==> config.mk <==
export PLATFORM = sky130hd
export DESIGN_NAME = activation_relu_sequencer
export DESIGN_NICKNAME = d
export VERILOG_FILES = /design/src/rtl/activation_relu_sequencer.sv
export SDC_FILE = /design/constraint.sdc
export NUM_CORES = 1
export LEC_CHECK = 0
export CORE_MARGIN = 10
export CORE_UTILIZATION = 40
export DETAILED_ROUTE_END_ITERATION = 16
export PLACE_DENSITY = 0.66
export SLEW_MARGIN = 25
export SYNTH_ARGS = -nofsm -noshare
export SYNTH_HDL_FRONTEND = slang
export SYNTH_SLANG_ARGS = --single-unit
==> constraint.sdc <==
create_clock -name clk -period 2.3 [get_ports clk]
set_input_delay 0.46 -clock clk [delete_from_list [all_inputs] [get_ports clk]]
set_output_delay 0.46 -clock clk [all_outputs]
set_load 0.02 [all_outputs]
==> src/rtl/activation_relu_sequencer.sv <==
// Element-wise ReLU sequencer: walks a CHANNELS x ROWS x COLS feature map held in a read buffer,
// clamps negative words to zero (unless bypassed) and streams them out through a 2-entry FIFO.
module activation_relu_sequencer #(
   parameter int unsigned BITWIDTH = 32,
   parameter int unsigned CHANNELS = 2,
   parameter int unsigned ROWS     = 10,
   parameter int unsigned COLS     = 10,
   parameter int unsigned ADDR_W   = 8,
   parameter int unsigned CNT_W    = 8,
   localparam int unsigned CH_W    = (CHANNELS > 1) ? $clog2(CHANNELS) : 1,
   localparam int unsigned ROW_W   = (ROWS > 1) ? $clog2(ROWS) : 1,
   localparam int unsigned COL_W   = (COLS > 1) ? $clog2(COLS) : 1
) (
   input  logic                clk,
   input  logic                rst_n,
   input  logic                start,
   input  logic                bypass,
   output logic                busy,
   output logic                done,
   output logic                rd_en,
   output logic [ADDR_W-1:0]   rd_addr,
   input  logic [BITWIDTH-1:0] rd_data,
   output logic                out_valid,
   input  logic                out_ready,
   output logic [BITWIDTH-1:0] out_data,
   output logic [CH_W-1:0]     out_ch,
   output logic [ROW_W-1:0]    out_row,
   output logic [COL_W-1:0]    out_col,
   output logic                out_last,
   output logic [CNT_W-1:0]    neg_count
);
   localparam int unsigned TOTAL = CHANNELS * ROWS * COLS;

   typedef enum logic [1:0] {StIdle, StRun, StDrain, StDone} state_e;

   typedef struct packed {
      logic [BITWIDTH-1:0] data;
      logic [CH_W-1:0]     ch;
      logic [ROW_W-1:0]    row;
      logic [COL_W-1:0]    col;
      logic                last;
   } entry_t;

   state_e             state_q, state_d;
   logic [CH_W-1:0]    ch_q;
   logic [ROW_W-1:0]   row_q;
   logic [COL_W-1:0]   col_q;
   logic [ADDR_W-1:0]  addr_q;
   logic               bypass_q;
   logic [CNT_W-1:0]   neg_q;

   // Index of the read whose data arrives on rd_data this cycle
   logic               infl_q;
   logic [CH_W-1:0]    infl_ch_q;
   logic [ROW_W-1:0]   infl_row_q;
   logic [COL_W-1:0]   infl_col_q;
   logic               infl_last_q;

   entry_t             fifo_q [2];
   logic               wptr_q, rptr_q;
   logic [1:0]         cnt_q;

   logic               start_acc, pop, push, last_addr, col_wrap, row_wrap, clamp;
   logic [1:0]         occ;
   entry_t             head, wr_entry;

   always_comb begin
      start_acc = (state_q == StIdle) && start;
      head      = fifo_q[rptr_q];
      pop       = (cnt_q != 2'd0) && out_ready;
      push      = infl_q;
      last_addr = (addr_q == ADDR_W'(TOTAL - 1));
      col_wrap  = (col_q == COL_W'(COLS - 1));
      row_wrap  = (row_q == ROW_W'(ROWS - 1));
      // Entries held or in flight after this cycle's pop; a new read must still fit
      occ       = cnt_q + {1'b0, infl_q} - {1'b0, pop};
      rd_en     = (state_q == StRun) && (occ < 2'd2);
      clamp     = !bypass_q && rd_data[BITWIDTH-1];
      wr_entry.data = clamp ? '0 : rd_data;
      wr_entry.ch   = infl_ch_q;
      wr_entry.row  = infl_row_q;
      wr_entry.col  = infl_col_q;
      wr_entry.last = infl_last_q;
   end

   always_comb begin
      state_d = state_q;
      unique case (state_q)
         StIdle:  if (start) state_d = StRun;
         StRun:   if (rd_en && last_addr) state_d = StDrain;
         StDrain: if (pop && head.last) state_d = StDone;
         StDone:  state_d = StIdle;
         default: state_d = StIdle;
      endcase
   end

   always_ff @(posedge clk or negedge rst_n) begin
      if (!rst_n) begin
         state_q <= StIdle;
      end else begin
         state_q <= state_d;
      end
   end

   always_ff @(posedge clk or negedge rst_n) begin
      if (!rst_n) begin
         ch_q     <= '0;
         row_q    <= '0;
         col_q    <= '0;
         addr_q   <= '0;
         bypass_q <= 1'b0;
      end else if (start_acc) begin
         ch_q     <= '0;
         row_q    <= '0;
         col_q    <= '0;
         addr_q   <= '0;
         bypass_q <= bypass;
      end else if (rd_en) begin
         addr_q <= addr_q + ADDR_W'(1);
         if (col_wrap) begin
            col_q <= '0;
            if (row_wrap) begin
               row_q <= '0;
               ch_q  <= ch_q + CH_W'(1);
            end else begin
               row_q <= row_q + ROW_W'(1);
            end
         end else begin
            col_q <= col_q + COL_W'(1);
         end
      end
   end

   always_ff @(posedge clk or negedge rst_n) begin
      if (!rst_n) begin
         infl_q      <= 1'b0;
         infl_ch_q   <= '0;
         infl_row_q  <= '0;
         infl_col_q  <= '0;
         infl_last_q <= 1'b0;
      end else begin
         infl_q <= rd_en;
         if (rd_en) begin
            infl_ch_q   <= ch_q;
            infl_row_q  <= row_q;
            infl_col_q  <= col_q;
            infl_last_q <= last_addr;
         end
      end
   end

   always_ff @(posedge clk or negedge rst_n) begin
      if (!rst_n) begin
         fifo_q[0] <= '0;
         fifo_q[1] <= '0;
         wptr_q    <= 1'b0;
         rptr_q    <= 1'b0;
         cnt_q     <= 2'd0;
      end else begin
         if (push) begin
            fifo_q[wptr_q] <= wr_entry;
            wptr_q         <= ~wptr_q;
         end
         if (pop) begin
            rptr_q <= ~rptr_q;
         end
         cnt_q <= cnt_q + {1'b0, push} - {1'b0, pop};
      end
   end

   always_ff @(posedge clk or negedge rst_n) begin
      if (!rst_n) begin
         neg_q <= '0;
      end else if (start_acc) begin
         neg_q <= '0;
      end else if (push && clamp) begin
         neg_q <= neg_q + CNT_W'(1);
      end
   end

   always_comb begin
      busy      = (state_q != StIdle);
      done      = (state_q == StDone);
      rd_addr   = addr_q;
      out_valid = (cnt_q != 2'd0);
      out_data  = head.data;
      out_ch    = head.ch;
      out_row   = head.row;
      out_col   = head.col;
      out_last  = out_valid && head.last;
      neg_count = neg_q;
   end

endmodule

Figure 1. Gate-type map.
Scale bar: 50 µm.
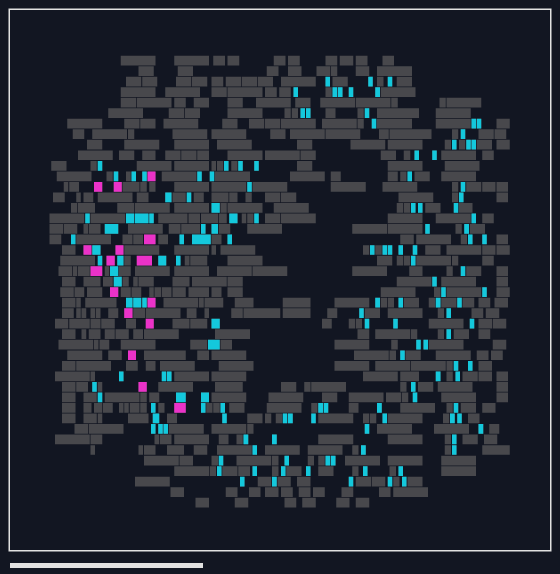
- nand cells: cyan (cells 146; most used nand2_1)
- and/or cells: magenta (cells 16; most used and2_1; where middle left)
Final Non-Filler Cells: 852
Comb area share: 0.3145

Figure 2. Nets reached from selected ports.
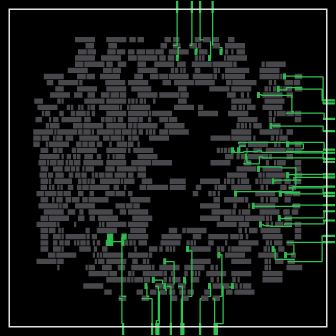
- rd_data: green (bits 32; direction input; edge 18 right, 10 bottom, 4 top; end cells 35; buffers 32; wire 985 µm)

Figure 3. Cell density map.
14 x 14 tiles, from black (low) to pale yellow (high), 0 to 100% covered.
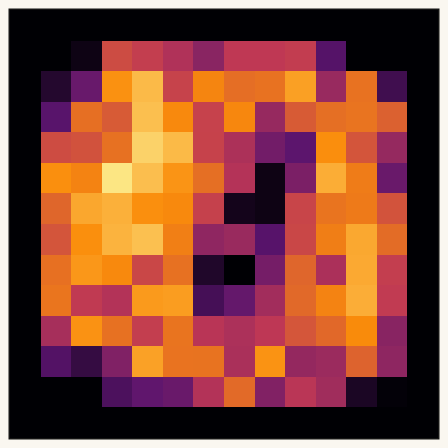
- tiles over 75% full: 14%
- densest ninth of the die: middle left
- emptiest ninth of the die: lower left
- fullest tile: 95%
Core ar.: 13930 µm²
fp_density: 0.4102
final core occ: 0.5537

Figure 4. Signal wires on met3.
Scale bar: 50 µm.
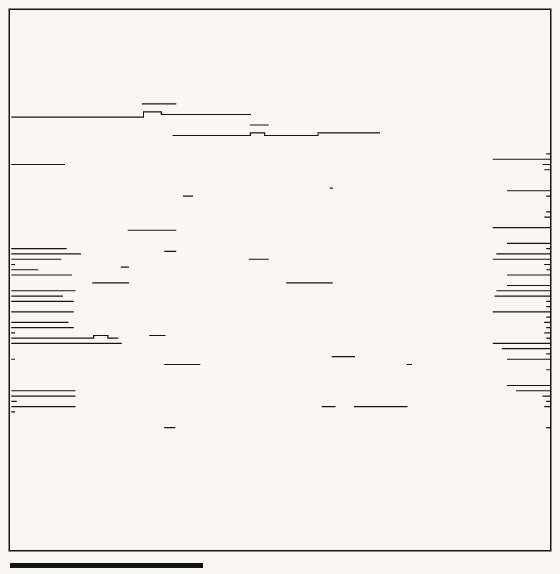
- wire length on this layer: 716 µm
- longest straight run: 34.0 µm
- main direction: horizontal
- nets with wire on the layer: 65

Figure 5. Placement view.
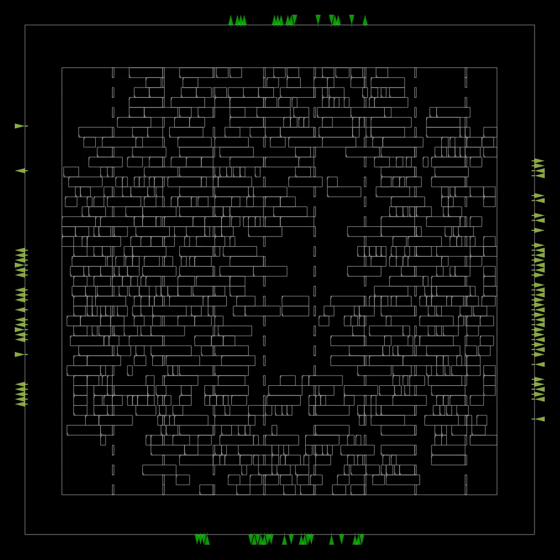
Flops: 127
# Taps: 180
row cnt: 43
Filler Cell Count: 1208
Seq/total area: 0.4121

==> qor.yml <==
status: "complete, but fails checks"
violations: "negative setup slack"
grt_pass1_wl_mm: 22.44
p_leak_nw: 3.632
clock-root-buffer: "clkbuf_16"
layout.nonclk_buf_frac: 0.1567
syn_area_um2: 5715
switching_share: 0.3708
die_w_um: 139.5
comb_area_um2: 2426
startpoint_type: "flip-flop"
syn_area_per_cell_um2: 10.55
dp_hpwl_mm: 9.014
synth_flops: 127
timing.reg2reg.setup_slack_ns: -0.12
slew_headroom: 0.5129
first_global_vias: 4357
cts.reportedPaths.clkPinSlew_ns: 0.06
rsz0062_at_grt: "yes"
worstPathRequired_ns: 1.84
synthToLayoutAreaGrowth_pct: 34.98
timing.rr.end: "state_q[1]$_DFFE_PN0P_"
ctsHoldBuffers: 0
worstSkewPairLatency_ns: 0.41
viasPerCell: 4.958
fin_ws_ns: -0.1735
syn_inst: 542
cts_sinks: 127
cp-endpoint: "rd_en"
antenna_cells: 0
finalClockSkew_ns: 0.006084
route.detailed.drc: 0
drt_pre_antenna_iters: 4
ys_area_um2: 5715
fp.dieH_um: 139.5
r2r_start: "cnt_q[1]$_DFF_PN0_"
setup_viol: 6
cts-htree-levels: 4
## cells in the mapped netlist (all sizes together)
library cell	instances	area share
nand2	128	0.084
a32o	1	0.0018
a311o	1	0.0018
o22ai	1	0.0011
a41o	2	0.0035
and2	6	0.0066
a211oi	1	0.0013
nand3b	1	0.0013
dfrtp	127	0.56
ha	13	0.028
a31oi	4	0.0055
nand3	7	0.0061
o21a	1	0.0013
a21oi	8	0.0070
o21ai	77	0.067
nand2b	5	0.0055
and4	1	0.0015
inv	16	0.011
nand4	5	0.0055
mux2	66	0.13
buf	14	0.011
or3	5	0.0055
nor3	1	0.00087
xnor2	7	0.011
clkbuf	16	0.011
and3b	2	0.0031
xnor3	1	0.0039
a221o	1	0.0018
a2111oi	1	0.0026
nor2	13	0.0085
o31ai	1	0.0013
xor2	5	0.0077
mux2i	2	0.0035
and3	2	0.0022
## cell families after synthesis
kind of cell / after synthesis / share of synthesized area
flip-flops: 127 / 0.5560
buffers and inverters: 46 / 0.03196
adder cells (fa/ha/maj): 13 / 0.02846
XOR/XNOR: 13 / 0.02233
multiplexers: 68 / 0.1342
AND-OR/OR-AND: 99 / 0.09632
AND/OR/NAND/NOR: 176 / 0.1307
## layout by cell type (no fill, tap or decap), types with 3 or more instances in the layout
cell type        Yosys  routed
a21oi_1              8       6
a31oi_1              3       3
and2_1               6       6
buf_12               0       4
buf_4                1      25
buf_6                0       3
bufinv_16            0       3
clkbuf_16            0      17
clkdlybuf4s50_1      0      53
clkinvlp_4           0       6
dfrtp_1            127     126
dlygate4sd2_1        0      43
ha_1                13      12
inv_1               15      15
mux2_2              65      65
nand2_1            128     126
nand2b_1             5       3
nand3_1              7       5
nand4_1              5       5
nor2_1              13      13
o21ai_0             77      72
o21ai_2              0       4
or3_1                5       4
xnor2_1              7       7
xor2_1               5       5
## layer usage
metal	global-route usage	vias up	part of all wire
li1	-	2071	-
met2	0.2123	84	0.47
met4	0.04891	0	0.014
met5	0	-	0
met1	0.1809	2051	0.47
met3	0.04525	18	0.053
## per-stage QoR
step / cell area [µm²] / hold slack (ns)
2_1_floorplan: 5715 / 0.1644
3_3_place_gp: 7018 / 0.4560
3_5_place_dp: 7018 / 0.4649
4_1_cts: 7595 / 0.1862
5_1_grt: 7715 / 0.2141
6_report: 7715 / 0.1575
## worst max-delay path, cell delays in order, from the launching register on
cell	delay, ns
dfrtp_1	0.39
o21ai_2	0.15
inv_1	0.06
ha_1	0.27
inv_1	0.06
ha_2	0.16
xnor3_1	0.25
nand2_2	0.10
inv_2	0.05
buf_6	0.12
## worst min-delay path by stage
stage | start | end | slack [ns] | depth (start not counted)
2_1_floorplan | rst_n | bypass_q$_DFFE_PN0P_ | 0.16 | 0
3_3_place_gp | fifo_q[24]$_DFFE_PN0P_ | fifo_q[24]$_DFFE_PN0P_ | 0.46 | 2
3_5_place_dp | fifo_q[24]$_DFFE_PN0P_ | fifo_q[24]$_DFFE_PN0P_ | 0.46 | 2
4_1_cts | rst_n | fifo_q[30]$_DFFE_PN0P_ | 0.19 | 2
5_1_grt | rst_n | fifo_q[73]$_DFFE_PN0P_ | 0.21 | 2
6_report | rst_n | fifo_q[73]$_DFFE_PN0P_ | 0.16 | 2
